**src/rtl/pipeline_hazard_ctrl_pkg.sv**
```systemverilog
// Shared definitions for the pipeline stall/flush sequencer: state encoding,
// register-address width and the NOP instruction word.
package pipeline_hazard_ctrl_pkg;

   localparam int SIZE_ADDR_BR = 5;

   localparam logic [31:0] NOP_INSTR = 32'h0000_0000;

   typedef enum logic [1:0] {
      RUN      = 2'd0,
      MEM_WAIT = 2'd1,
      HALT     = 2'd2
   } hz_state_t;

endpackage

```
**src/rtl/pipeline_hazard_ctrl_hazard_detect.sv**
```systemverilog
// Combinational load-use comparator between the load in ID_EX and the
// source registers of the instruction in ID.
module hazard_detect #(
   parameter int SIZE_ADDR_BR = 5
) (
   input  logic [SIZE_ADDR_BR-1:0] id_rs,
   input  logic [SIZE_ADDR_BR-1:0] id_rt,
   input  logic                    id_uses_rt,
   input  logic                    id_jump,
   input  logic                    ex_mem_read,
   input  logic [SIZE_ADDR_BR-1:0] ex_rt,
   output logic                    load_use
);

   logic rs_hit;
   logic rt_hit;

   assign rs_hit = (ex_rt == id_rs);
   assign rt_hit = id_uses_rt & (ex_rt == id_rt);

   // $zero is never a real producer; a jump in ID never consumes operands
   assign load_use = ex_mem_read & (ex_rt != '0) & ~id_jump & (rs_hit | rt_hit);

endmodule

```
**src/rtl/pipeline_hazard_ctrl.sv**
```systemverilog
// Central stall/flush sequencer for the 5-stage pipeline, with a data-memory
// wait watchdog and stall/flush performance counters.
//
//   state    | meaning
//   RUN      | normal issue; hazards resolved by priority each cycle
//   MEM_WAIT | data memory busy, pipeline frozen, watchdog counting
//   HALT     | watchdog expired, pipeline frozen until reset
module pipeline_hazard_ctrl
   import pipeline_hazard_ctrl_pkg::*;
#(
   parameter int SIZE_ADDR_BR = pipeline_hazard_ctrl_pkg::SIZE_ADDR_BR,
   parameter int CNT_W        = 32,
   parameter int MEM_TIMEOUT  = 64,
   parameter int TO_W         = 7
) (
   input  logic                    clk,
   input  logic                    reset,
   input  logic [SIZE_ADDR_BR-1:0] id_rs,
   input  logic [SIZE_ADDR_BR-1:0] id_rt,
   input  logic                    id_uses_rt,
   input  logic                    id_jump,
   input  logic                    ex_mem_read,
   input  logic [SIZE_ADDR_BR-1:0] ex_rt,
   input  logic                    mem_branch_taken,
   input  logic                    dmem_req,
   input  logic                    dmem_ready,
   output logic                    pc_write,
   output logic                    if_id_write,
   output logic                    if_id_flush,
   output logic                    id_ex_write,
   output logic                    id_ex_flush,
   output logic                    ex_mem_write,
   output logic                    ex_mem_flush,
   output logic                    mem_wb_flush,
   output logic                    halted,
   output logic [CNT_W-1:0]        stall_cnt,
   output logic [CNT_W-1:0]        flush_cnt
);

   hz_state_t       state_q, state_nxt;
   logic [TO_W-1:0] wait_q, wait_nxt, wait_inc;
   logic            load_use;
   logic            mem_stall;
   logic            run_eval;
   logic            stall_inc;
   logic            flush_inc;

   hazard_detect #(.SIZE_ADDR_BR(SIZE_ADDR_BR)) u_hazard_detect (
      .id_rs       (id_rs),
      .id_rt       (id_rt),
      .id_uses_rt  (id_uses_rt),
      .id_jump     (id_jump),
      .ex_mem_read (ex_mem_read),
      .ex_rt       (ex_rt),
      .load_use    (load_use)
   );

   assign mem_stall = dmem_req & ~dmem_ready;
   assign wait_inc  = wait_q + TO_W'(1);
   assign halted    = (state_q == HALT);

   always_comb begin
      state_nxt    = state_q;
      wait_nxt     = wait_q;
      stall_inc    = 1'b0;
      flush_inc    = 1'b0;
      run_eval     = 1'b0;
      pc_write     = 1'b1;
      if_id_write  = 1'b1;
      id_ex_write  = 1'b1;
      ex_mem_write = 1'b1;
      if_id_flush  = 1'b0;
      id_ex_flush  = 1'b0;
      ex_mem_flush = 1'b0;
      mem_wb_flush = 1'b0;

      unique case (state_q)
         RUN: begin
            if (mem_stall) begin
               {pc_write, if_id_write, id_ex_write, ex_mem_write} = 4'b0000;
               mem_wb_flush = 1'b1;
               stall_inc    = 1'b1;
               wait_nxt     = TO_W'(1);
               state_nxt    = (MEM_TIMEOUT <= 1) ? HALT : MEM_WAIT;
            end else begin
               run_eval = 1'b1;
            end
         end
         MEM_WAIT: begin
            if (dmem_ready) begin
               run_eval  = 1'b1;
               wait_nxt  = '0;
               state_nxt = RUN;
            end else begin
               {pc_write, if_id_write, id_ex_write, ex_mem_write} = 4'b0000;
               mem_wb_flush = 1'b1;
               stall_inc    = 1'b1;
               wait_nxt     = wait_inc;
               if (wait_inc >= TO_W'(MEM_TIMEOUT)) state_nxt = HALT;
            end
         end
         HALT: begin
            {pc_write, if_id_write, id_ex_write, ex_mem_write} = 4'b0000;
         end
         default: begin
            state_nxt = RUN;
         end
      endcase

      // A taken branch squashes IF_ID/ID_EX/EX_MEM, so hazards there are moot
      if (run_eval) begin
         if (mem_branch_taken) begin
            if_id_flush  = 1'b1;
            id_ex_flush  = 1'b1;
            ex_mem_flush = 1'b1;
            flush_inc    = 1'b1;
         end else if (load_use) begin
            pc_write    = 1'b0;
            if_id_write = 1'b0;
            id_ex_flush = 1'b1;
            stall_inc   = 1'b1;
         end else if (id_jump) begin
            if_id_flush = 1'b1;
            flush_inc   = 1'b1;
         end
      end
   end

   always_ff @(posedge clk or posedge reset) begin
      if (reset) begin
         state_q   <= RUN;
         wait_q    <= '0;
         stall_cnt <= '0;
         flush_cnt <= '0;
      end else begin
         state_q <= state_nxt;
         wait_q  <= wait_nxt;
         if (stall_inc) stall_cnt <= stall_cnt + CNT_W'(1);
         if (flush_inc) flush_cnt <= flush_cnt + CNT_W'(1);
      end
   end

endmodule
```
**config.mk**
```make
export PLATFORM = sky130hd
export DESIGN_NAME = pipeline_hazard_ctrl
export DESIGN_NICKNAME = d
export VERILOG_FILES = /design/src/rtl/pipeline_hazard_ctrl_pkg.sv /design/src/rtl/pipeline_hazard_ctrl_hazard_detect.sv /design/src/rtl/pipeline_hazard_ctrl.sv
export SDC_FILE = /design/constraint.sdc
export NUM_CORES = 1
export LEC_CHECK = 0
export CORE_UTILIZATION = 35
export CTS_CLUSTER_SIZE = 10
export DETAILED_ROUTE_END_ITERATION = 8
export DONT_BUFFER_PORTS = 1
export SLEW_MARGIN = 20
export SYNTH_ARGS = -nofsm -noshare
export SYNTH_HDL_FRONTEND = slang
export SYNTH_SLANG_ARGS = --single-unit
```
**constraint.sdc**
```tcl
create_clock -name clk -period 2.45 [get_ports clk]
set_input_delay 0.3675 -clock clk [delete_from_list [all_inputs] [get_ports clk]]
set_output_delay 0.3675 -clock clk [all_outputs]
set_load 0.02 [all_outputs]
```
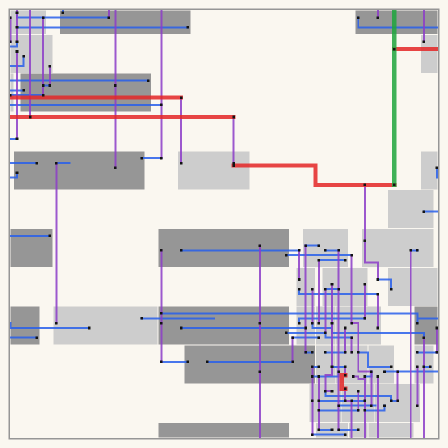
Fig. 1. Layout detail.
Window x 37 to 67, y 37 to 67 um. Cells in gray, sequential cells in the stronger gray; small squares are vias.
red -> met3
purple -> met2
green -> met4
blue -> met1
cells with their middle in the window = 27
sequential cells in the window = 7
netlist names of flops here include = stall_cnt (3), wait_q (3)
most frequent = dfrtp_1 (7), xor2_1 (4), nor2_1 (4)

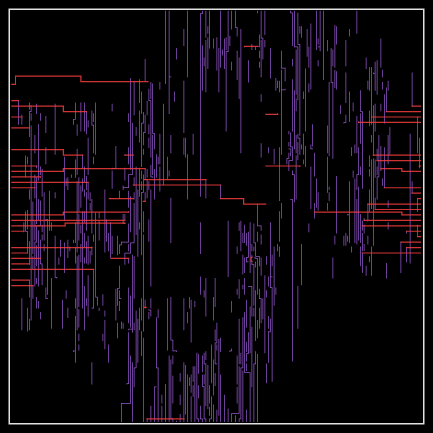
Fig. 2. Metal layers overlaid.
Drawn at 4 px/um. Only two layers are drawn.
red -> met3  # wire length 591 um
purple -> met2  # wire length 3850 um

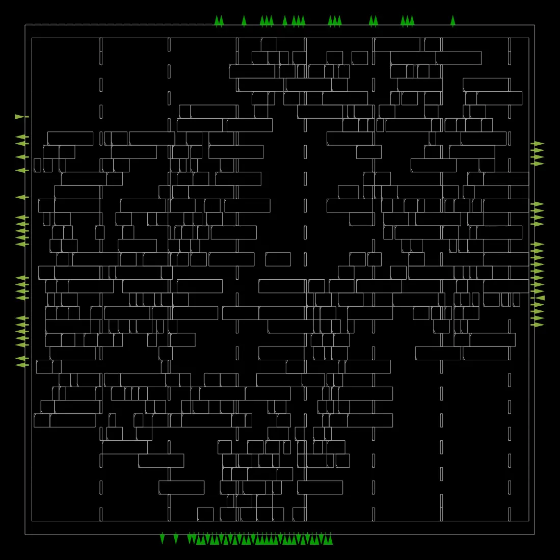
Fig. 3. Placed standard cells.
TAP cells: 133
Non-Filler Instances: 494
final core occ: 41.1%
Seq cells: 73

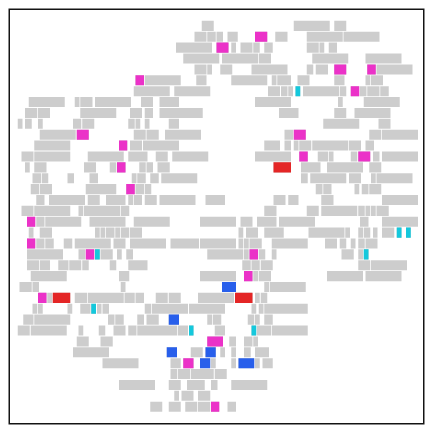
Fig. 4. Selected gate families.
Drawn at 4 px/um.
magenta -> AND and OR gates  # cells 22, where all over the die
blue -> AND-OR and OR-AND gates  # cells 6, where south
red -> adder and majority cells  # cells 3
cyan -> inverters  # cells 8

==> flow_summary.json <==
{
  "path_clk_slew_ps": 80,
  "critPathLaunchType": "flop",
  "synth.distinct_cells": 38,
  "cts_root_buf": "clkbuf_8",
  "p_int_mw": 2.08,
  "n_all_buffers": 16,
  "status": "finished clean",
  "ant_nets": 0,
  "dpl.hpwl_mm": 5.84,
  "cp-end-kind": "flop",
  "grt_use_total_pct": 16.2,
  "async_reset_ff_share_pct": 100,
  "netlist_area_um2": 3590,
  "p_sw_share_pct": 33.0,
  "routed_wl_mm": 7.95,
  "busiest_layer": "met2",
  "top_layer": "met4",
  "slowest_delay_ps": 530,
  "ys_seq_share_pct": 50.9,
  "die_y_um": 103,
  "synth.most_common_cell": "dfrtp_1",
  "cp-endpoint": "stall_cnt[30]",
  "grt_overflow": 0,
  "use_met2_pct": 27.0,
  "timing.rr.start": "stall_cnt[16]",
  "synthCells": 340,
  "fin_crit_ps": 2270,
  "yosysCellCount": 340,
  "setup_viol": 0,
  "synth_nets": 366,
  "drt-met1-wl_mm": 3.41,
  "fin_skew_ps": 10.7,
  "crit_top_cell": "nand4_1",
  "fa_ha_area_share_pct": 1.05,
  "clk_latency_ps": 340,
  "rrSetupSlack_ps": 180,
  "numCtsBuffers": 9,
  "fmax_mhz": 440,
  "regArea_um2": 1830,
  "final.period_utilization_pct": 92.7,
  "wl_met3_um": 590,
  "finalHoldViolCount": 0,
  "cp_max_fo": 5,
  "yosys.stat.chipArea_um2": 3590,
  "pre_cts_ws_ps": 196,
  "ys_ff": 73,
  "met1_usage_pct": 19.1,
  "drive_gt1_share_pct": 11.9,
  "biggestCellCategory": "flip-flops and latches",
  "drt_iter0_drc": 98,
  "power.share.clock_pct": 33.7,
  "wl_per_cell_um": 16.1,
  "critPathBufInv": 0,
  "clock_sinks": 73,
  "core_area_um2": 9860,
  "nClkBuffers": 9,
  "clk-power_mw": 1.04,
  "vdd.ir_drop.worst_mv": 0.341,
  "yosys.area.top_type_share_pct": 50.9,
  "worstPathCellList": "nand4_1 > or3_1 > or2_2 > nor3_1 > nand4_1 > xnor2_1",
  "hold_class": "input pin to asynchronous set/reset pin",
  "dp.cells": 478,
  "antenna_found_initial": 0,
  "fp_util_pct": 36.4,
  "tns_ps": 0,
  "top_cells_by_area": "dfrtp_1 (51%), xnor2_1 (12%), xor2_1 (7.1%), nand4_1 (5.2%), nand3_1 (3.3%)",
  "via_per_inst": 5.16,
  "p_leak_nw": 1.78,
  "globalplace.congestion": 0.796,
  "antennaDiodeCount": 0,
  "dieArea_um2": 10700,
  "largest_area_cell": "dfrtp_1",
  "vias": 2551,
  "maxSlewViolCount": 0,
  "top_regs": "flush_cnt: 32 flops, stall_cnt: 32 flops, wait_q: 7 flops",
  "fp-row-count": 36,
  "r2r_end": "stall_cnt[30]",
  "worst-path-stages": 6,
  "finalPower_mw": 3.10,
  "clockNetworkAreaShare_pct": 5.41,
  "lay_top_cells": "dfrtp_1 (73), xnor2_1 (48), nor2_1 (32), nand4_1 (30), xor2_1 (29)",
  "drtPass1Iterations": 7,
  "crit_start": "stall_cnt[16]",
  "log.warning_count": 26,
  "path_class": "flop to flop",
  "grt_pass1_vias": 2634,
  "met3_usage_pct": 6.65,
  "rsz0062_at_grt": "false",
  "wl_met2_mm": 3.85,
  "ys_sh_aoi_pct": 3.80,
  "relSlewSlack_pct": 51.7,
  "area_growth_pct": 12.9,
  "ioPinCount": 96,
  "power_frac_comb_pct": 14.1,
  "grt_pass1_wl_mm": 13.0,
  "top_cells_by_count": "dfrtp_1 (73), xnor2_1 (48), nor2_1 (32)",
  "crit_arrival_ps": 2490,
  "logic_gate_count": 248,
  "ff2ff_path_depth": 6,
  "grt_max_degree": 35,
  "holdWs_ps": 21.4,
  "mux_share_pct": 0.872,
  "top_logic_kind": "simple AND/OR/NAND/NOR gates",
  "cts_tree": "done",
  "final-comb-area_um2": 1680,
  "worstPathRequired_ps": 2670,
  "cap_violations": 0,
  "drc": 0,
  "sh_seq_area_pct": 45.1,
  "setup_ws_ps": 178,
  "finalNetCount": 382,
  "pg_seq_mw": 1.62,
  "dpl_cell_area_um2": 3830,
  "syn-mean-instance-area_um2": 10.6,
  "fp.dieW_um": 103,
  "worst_pin_slew_ps": 724,
  "post-cts-setup-buffers": 0,
  "cts_resized": 0,
  "cts_buffer_depth": 2,
  "p_comb_mw": 0.437,
  "power-top-group": "sequential cells",
  "io_buffers": 0,
  "htree_levels": 3,
  "n_all_inverters": 8,
  "ys_warn_count": 0,
  "cp_slowest_cell": "dfrtp_1",
  "p_switching_mw": 1.02,
  "comb_area_share_pct": 41.4,
  "stdcell_area_um2": 4050,
  "cts_hold_buf": 0
}
Power is estimated from default activity; no workload was simulated.
